`config.mk`:
```
export PLATFORM = sky130hd
export DESIGN_NAME = clk_probe_unit
export DESIGN_NICKNAME = d
export VERILOG_FILES = /design/src/rtl/clk_probe_unit.sv
export SDC_FILE = /design/constraint.sdc
export NUM_CORES = 1
export LEC_CHECK = 0
export CAP_MARGIN = 20
export CORE_ASPECT_RATIO = 1.1
export CORE_MARGIN = 3
export CORE_UTILIZATION = 43
export CTS_CLUSTER_DIAMETER = 100
export DETAILED_ROUTE_END_ITERATION = 10
export GPL_TIMING_DRIVEN = 0
export HOLD_SLACK_MARGIN = 0.03
export PLACE_DENSITY = 0.8
export RECOVER_POWER = 50
export SYNTH_ARGS = -nofsm -noshare
export SYNTH_HDL_FRONTEND = slang
export SYNTH_SLANG_ARGS = --single-unit
```
`constraint.sdc`:
```
create_clock -name w_clk -period 3.19 [get_ports w_clk]
set_clock_uncertainty 0.1 [all_clocks]
set_input_delay 0.638 -clock w_clk [delete_from_list [all_inputs] [get_ports w_clk]]
set_output_delay 0.638 -clock w_clk [all_outputs]
set_load 0.01 [all_outputs]
```
`src/rtl/clk_probe_unit.sv`:
```
// ---------------------------------------------------------------------------
// clk_probe_unit
//
// Behavioural, synthesizable stand-in for the board clock-wizard plus the
// virtual-I/O debug pair that wraps the processor core. Everything lives in
// the single w_clk domain; the "divided clock" is a registered level plus a
// one-cycle enable strobe, so downstream logic should qualify on w_clk_en
// rather than clocking on w_clk_out.
//
// Ports
//   w_clk        in   board clock, all logic on its rising edge
//   w_reset      in   asynchronous, active-high reset
//   w_clk_out    out  divided clock (period 2*DIV_HALF w_clk cycles, 50% duty)
//   w_locked     out  divided clock valid; set LOCK_CYCLES edges after reset
//   w_clk_en     out  one-cycle strobe on each rising edge of w_clk_out
//   w_probe_in   in   monitored bus
//   w_freeze     in   1 = hold the captured value, no capture
//   w_probe_q    out  last captured probe value
//   w_probe_par  out  bit i = XOR of byte i of w_probe_q
//   w_change     out  1 for one capture when the sample differs from the last
//   w_wr         in   write strobe for the output probe
//   w_wdata      in   write data for the output probe
//   w_probe_out  out  host-driven output probe register
//
// Strobe semantics: w_clk_en is the only qualifier in this block. A capture
// happens on the w_clk edge where w_clk_en (as registered on the previous
// edge) is 1 and w_freeze is 0; there is no back-pressure.
// ---------------------------------------------------------------------------
module clk_probe_unit #(
    parameter int unsigned       DIV_HALF       = 1,
    parameter int unsigned       LOCK_CYCLES    = 16,
    parameter int unsigned       WIDTH          = 32,
    parameter logic [WIDTH-1:0]  PROBE_OUT_INIT = '0
) (
    input  logic                 w_clk,
    input  logic                 w_reset,
    output logic                 w_clk_out,
    output logic                 w_locked,
    output logic                 w_clk_en,
    input  logic [WIDTH-1:0]     w_probe_in,
    input  logic                 w_freeze,
    output logic [WIDTH-1:0]     w_probe_q,
    output logic [WIDTH/8-1:0]   w_probe_par,
    output logic                 w_change,
    input  logic                 w_wr,
    input  logic [WIDTH-1:0]     w_wdata,
    output logic [WIDTH-1:0]     w_probe_out
);

    localparam int unsigned NBYTES = WIDTH / 8;
    localparam int unsigned LOCK_W = $clog2(LOCK_CYCLES + 1);
    localparam int unsigned DIV_W  = $clog2(DIV_HALF + 1);

    localparam logic [LOCK_W-1:0] LOCK_LAST = LOCK_W'(LOCK_CYCLES - 1);
    localparam logic [DIV_W-1:0]  DIV_LAST  = DIV_W'(DIV_HALF - 1);

    logic [LOCK_W-1:0]  lock_cnt;
    logic [DIV_W-1:0]   div_cnt;
    logic               capture;
    logic [NBYTES-1:0]  par_next;

    // ------------------------------------------------------------------
    // Lock: count edges after reset release; the counter freezes once
    // locked, so it never needs to wrap.
    // ------------------------------------------------------------------
    always_ff @(posedge w_clk or posedge w_reset) begin
        if (w_reset) begin
            lock_cnt <= '0;
            w_locked <= 1'b0;
        end else if (!w_locked) begin
            lock_cnt <= lock_cnt + LOCK_W'(1);
            if (lock_cnt == LOCK_LAST) begin
                w_locked <= 1'b1;
            end
        end
    end

    // ------------------------------------------------------------------
    // Divider: held idle with w_clk_out low until locked. The enable is
    // raised on the same edge that w_clk_out goes 0->1, i.e. when the
    // terminal count is reached while the output is currently low.
    // ------------------------------------------------------------------
    always_ff @(posedge w_clk or posedge w_reset) begin
        if (w_reset) begin
            div_cnt   <= '0;
            w_clk_out <= 1'b0;
            w_clk_en  <= 1'b0;
        end else if (!w_locked) begin
            div_cnt   <= '0;
            w_clk_out <= 1'b0;
            w_clk_en  <= 1'b0;
        end else if (div_cnt == DIV_LAST) begin
            div_cnt   <= '0;
            w_clk_out <= ~w_clk_out;
            w_clk_en  <= ~w_clk_out;
        end else begin
            div_cnt   <= div_cnt + DIV_W'(1);
            w_clk_en  <= 1'b0;
        end
    end

    // ------------------------------------------------------------------
    // Probe capture with per-byte parity of the incoming sample.
    // ------------------------------------------------------------------
    assign capture = w_clk_en & ~w_freeze;

    always_comb begin
        par_next = '0;
        for (int i = 0; i < int'(NBYTES); i++) begin
            par_next[i] = ^w_probe_in[8*i +: 8];
        end
    end

    always_ff @(posedge w_clk or posedge w_reset) begin
        if (w_reset) begin
            w_probe_q   <= '0;
            w_probe_par <= '0;
            w_change    <= 1'b0;
        end else if (capture) begin
            w_probe_q   <= w_probe_in;
            w_probe_par <= par_next;
            w_change    <= (w_probe_in != w_probe_q);
        end else begin
            w_change    <= 1'b0;
        end
    end

    // ------------------------------------------------------------------
    // Host output probe: only the write strobe touches it, regardless of
    // lock or freeze state.
    // ------------------------------------------------------------------
    always_ff @(posedge w_clk or posedge w_reset) begin
        if (w_reset) begin
            w_probe_out <= PROBE_OUT_INIT;
        end else if (w_wr) begin
            w_probe_out <= w_wdata;
        end
    end

endmodule

```
Fig. 1: track usage over the die
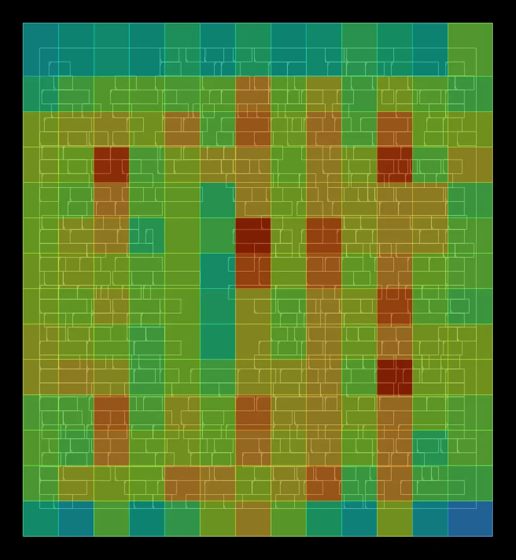
gr usage total: 18.55%
Most Crowded Layer GR: met2
met3 Usage GRT: 8.171%
Final Util: 68.24%
DR WL/cell: 16.10 um

Fig. 2: close-up of the layout
Scale bar: 10 um. Window x 26 to 66, y 10 to 50 um. Cells in grey, sequential cells in the stronger grey; small squares are vias.
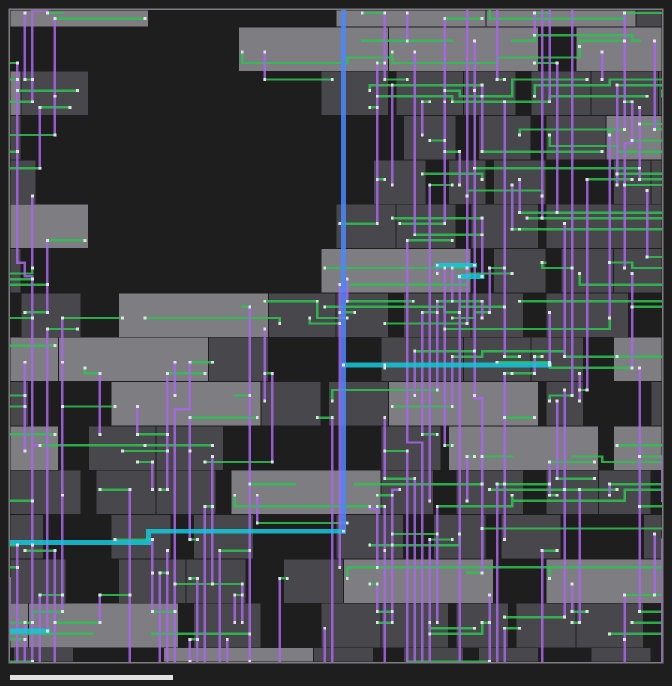
legend:
  cyan:
    layer: metal 3
  purple:
    layer: metal 2
  blue:
    layer: metal 4
  green:
    layer: metal 1
cells with their middle in the window: 72
sequential cells in the window: 14
most frequent: clkdlybuf4s50_1 (19), mux2_2 (15), xnor2_1 (15)
netlist names of flops here include: `w_probe_q` (10), `w_probe_out` (4)

Fig. 3: cell sizes after repair
Scale bar: 20 um.
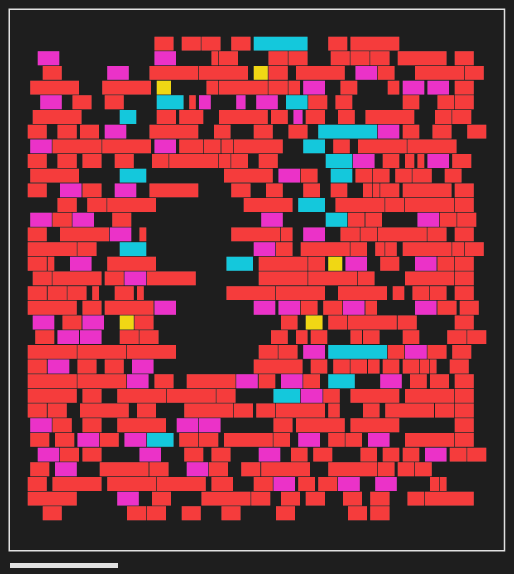
legend:
  yellow:
    size: _3 and _4 cells
    cells: 5
    most_used: clkinvlp_4
  magenta:
    size: _2 cells
    cells: 67
    most_used: mux2_2
  cyan:
    size: _6 and larger
    cells: 17
    most_used: clkbuf_8
  red:
    size: _0 and _1 cells
    cells: 311
    most_used: clkdlybuf4s50_1

==> impl_metrics.ini <==
; generated from flow reports
[cells_and_area]
drive_above_1_share_pct = 22.25
clock_area_share_pct = 4.297
clock_buffers = 9
area_growth_pct = 50.72
final_area_um2 = 5213
comb_area_um2 = 1461
sh_comb_area_pct = 28.04
final_nets = 465
lay_top_count = clkdlybuf4s50_1
num-nonclk-buffers = 150
sh_seq_area_pct = 36.49

[floorplan]
die_h_um = 100.1
core_um2 = 7639
io_pins = 140

[critical_path]
r2r_slack_ns = 1.71
worst-path-stages = 2
crit_path_end_kind = primary output
path_class = flip-flop to primary output
slowest_stage = clkdlybuf4s50_1
reg2reg_depth = 4
cp_data_arrival_time_ns = 1.40
path_max_fanout = 4
critical_path_required_ns = 2.45
critical-path-top-delay-family = buffers and inverters
path_cells = buf_4 > clkdlybuf4s50_1

[pwr]
seq_power_mw = 1.13
powerDensity_nw_per_um2 = 496.3
powerClk_mw = 0.827
p_clk_share_pct = 32.0

[placed_design]
port_buffers = 138
placed_area_um2 = 5001

[worst_hold_path]
holdCritPathClass = flip-flop to flip-flop

[synthesis]
yosys-top-cells-area = dfrtp_1 (55%), mux2_2 (21%), xnor2_1 (16%)
common_cells = dfrtp_1 (76), mux2_2 (64), xnor2_1 (63)
synth_nets = 315
flop_cell = dfrtp_1
postSynthSeqShare_pct = 54.99
synth.most_common_cell = dfrtp_1

[clocking]
root_buffer = clkbuf_8

[grt]
met1_usage_pct = 21.23
grt_start_max_net_pins = 50

[detailed_routing]
highest_layer = met4
wl_met3_um = 784
routedLengthMet1_mm = 3.182
wl_met2_mm = 4.046

[sta]
finalHoldViolCount = 0
setup_tns_ns = 0

[outcome]
status = completed
Fig. 4: the metal 2 layer
Scale bar: 20 um. Cells faint in the background.
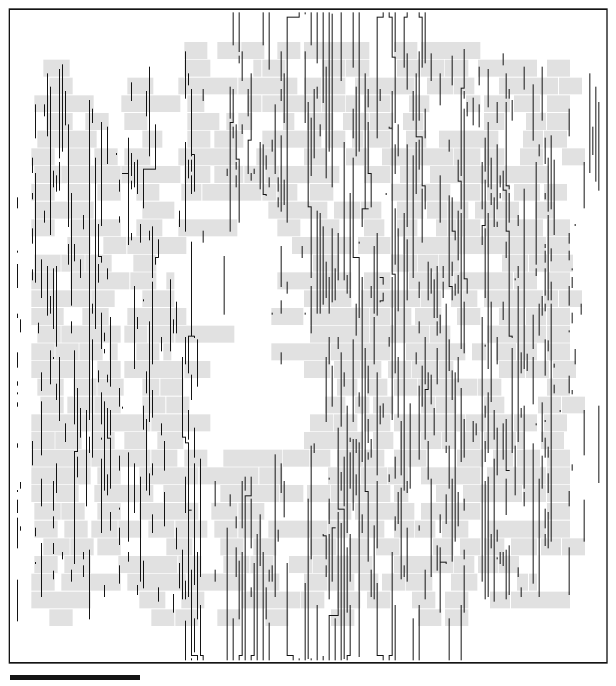
share of all routed wire: 50%
wire length on this layer: 4050 um
longest straight run: 49.0 um

Fig. 5: met1 routing
Scale bar: 20 um. Supply wires on this layer in grey. Cells faint in the background.
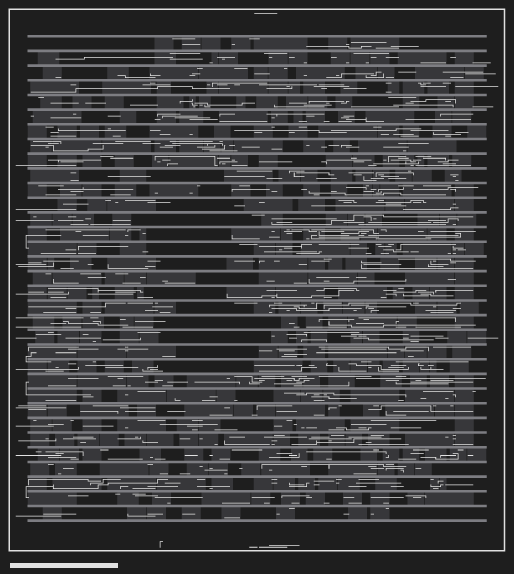
wire length on this layer: 3180 um
nets with wire on the layer: 394

